==> config.mk <==
export PLATFORM = sky130hd
export DESIGN_NAME = disp_scan_ctrl
export DESIGN_NICKNAME = d
export VERILOG_FILES = /design/src/rtl/disp_scan_ctrl.sv
export SDC_FILE = /design/constraint.sdc
export NUM_CORES = 1
export LEC_CHECK = 0
export CORE_MARGIN = 2
export CORE_UTILIZATION = 50
export DETAILED_ROUTE_END_ITERATION = 8
export PLACE_DENSITY = 0.73
export SYNTH_ARGS = -nofsm -noshare
export SYNTH_HDL_FRONTEND = slang
export SYNTH_SLANG_ARGS = --single-unit
==> constraint.sdc <==
create_clock -name clk -period 13.2 [get_ports clk]
set_input_delay 1.32 -clock clk [delete_from_list [all_inputs] [get_ports clk]]
set_output_delay 1.32 -clock clk [all_outputs]
set_load 0.01 [all_outputs]
Supply network:
Scale bar: 20 um. Pins as bars on the die edge. Tap cells in grey.
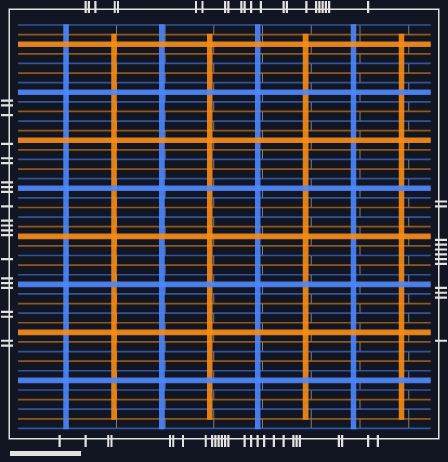
[orange] VDD
[blue] VSS
signal pins: 83
rows: 42
met5 straps: 8
tap cells: 176
met1 rails: 43
die height: 121.2 um
VDD IR-drop max: 0.1034 mV
die width: 121.2 um
Core ar.: 13350 um2

Placed cells, one colour a class:
Scale bar: 20 um.
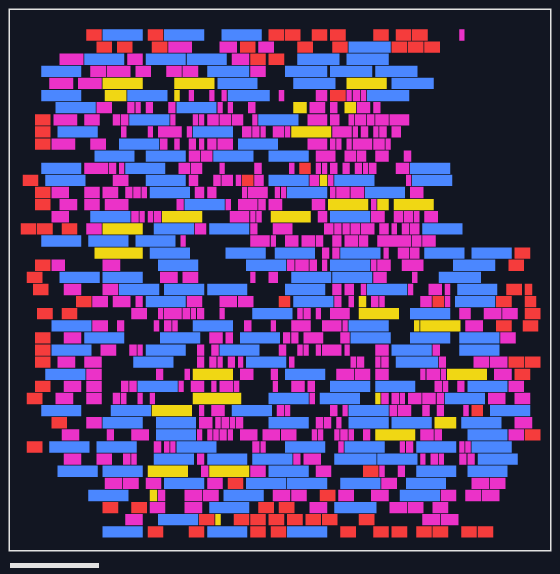
[magenta] all other logic | cells: 418
[blue] flip-flops | cells: 150
[yellow] clock drivers and dummy loads | cells: 31
[red] other buffers and delay cells | cells: 87
FP Rows: 42
fin area: 8324 um2
Core Util, Final: 62.36%
flop share of the area: 45.33%

Clock distribution:
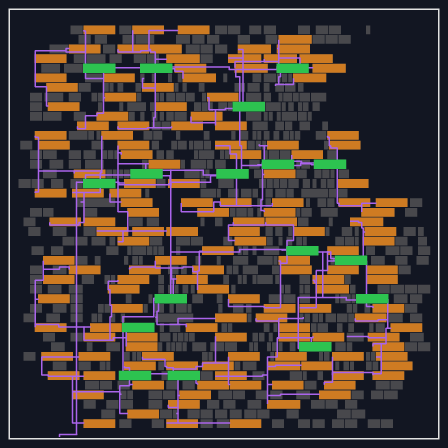
[purple] clock wires | length: 1710 um
[green] cells driving clock nets | count: 17
[orange] flip-flops | count: 150
routed clock nets: 18
Latency at later pin: 0.42 ns
Final Skew: 0.01005 ns
Clk pwr share: 45.7%
clock group total power: 0.465 mW

==> qor.txt <==
run status - completed
metal2 WL - 6458 um
Post-Synthesis Cells - 602
post-CTS setup buffer count - 0
yosys cell count - 602
power share of the combinational group - 6.7%
Pre-Place Util - 51.46%
layout clock buffer count - 23
RSZ-0062 raised after global routing - no
Netlist cell types - 45
Crit Path Max Fanout - 32
xor+xnor area frac - 1.785%
Flops - 150
Top logic family - multiplexers
Worst Path Class, Setup - input pin to flip-flop
Post-Place Setup Slack - 9.040 ns
Logic inverters - 11
CTS tree - done
dominant class by area - registers
CP most frequent cell - nor2_1
Critical-path top delay cell - clkdlybuf4s50_1
crit path cell chain - clkdlybuf4s50_1, nor2_1, nor2_1, nand4_1, o21ai_0
Syn Nets - 673
DRT iter0 DRCs - 344
flop-to-flop setup slack - 9.93 ns
Top Metal Used - met4
switching power - 0.2158 mW
Largest stage delay, worst path - 1.14 ns
initial antenna violation count - 0
fillers - 1104
WP depth - 5
Simple-Gate Area Share - 11.89%
Final period util - 28.67%
CTS clk-pin slew, worst paths - 0.06 ns
clock sink count - 150
WL met1 - 6543 um
sequential power - 0.483 mW
met2 usage - 30.06%
Fin Hold WS - 0.4779 ns
routed wl met3 - 603 um
internal power - 0.8016 mW
CTS Buf Count - 17
Logic area - 2867 um2
CTS Hold Buffers Added - 0
wire per inst - 15.97 um
WP data arrival - 4.08 ns
min Tclk post-route - 3.784 ns
Root Driver - clkbuf_16
Post-DRT Antenna Nets - 0
top cells, area - dfrtp_1 (49%), mux2i_1 (7.4%), mux2_2 (6.6%), dfstp_2 (6.1%), o21ai_0 (5.5%)
async set-reset flop share out of synthesis - 100.0%
busiest layer in global routing - met2
Compound-Gate Fraction of Synth Area - 8.743%
Post-Route WL - 13770 um
Bufs and invs on worst path - 1
Log Warnings - 37
tapcell count - 176
routed vias/inst - 5.379
CP required - 13.50 ns
Max-Cap Viols - 0
H-tree Lvls - 4
hold path cells - 2
crit path launch type - input pin
Synth Flop Type - dfrtp_1
#FFs+latches synth - 150
global-route wire length before repair - 22630 um
area fraction in mux cells - 16.34%
synth warn - 0
NonClk Buf Share - 10.22%
PortBufs - 81
most instantiated library cell after synthesis - dfrtp_1
first drt pass iteration count - 6
IO Pins - 83
hold violation count in the final report - 0
vias in the first global route - 4674
mapped cell area - 6869 um2
gr ovfl total - 0
Logic Gate Count - 407
hold crit path type - flip-flop to flip-flop
yosys stat chip area - 6869 um2
DRC - 0
R2R depth - 4
P_comb - 0.0685 mW
Non-Filler Instances - 862
largest net degree at the start of global routing - 95
CTS max path bufs - 2
CP delay by family, top - buffers and inverters
Buffers excl. clock - 87
Commonest Layout Cell - dfrtp_1
Worst Tran Pin Value - 1.068 ns
Layout area overhead - 21.18%
full die area - 14690 um2
yosys adder share - 2.914%
GR met3 Demand/Resource - 4.558%
Post-synth EDFFs - 0
via count - 4637
met1 Use GR - 27.96%
layout cell share with drive strength beyond 1 - 15.31%
antenna fix cells - 0
nets - 745
synthesized area per cell - 11.41 um2
setup ws final - 9.416 ns
PD cells - 122.2 nW/um2
Synth area leader - dfrtp_1
RD Place Congestion - 0.8106
Comb/total area - 34.44%
Synth Seq Share - 54.94%
top power consumer group - registers
Top Layout Cells - dfrtp_1 (134), nand2_1 (81), clkdlybuf4s50_1 (80), o21ai_0 (75), mux2i_1 (51)
DP Cell Count - 831
Power is estimated from default activity; no workload was simulated.
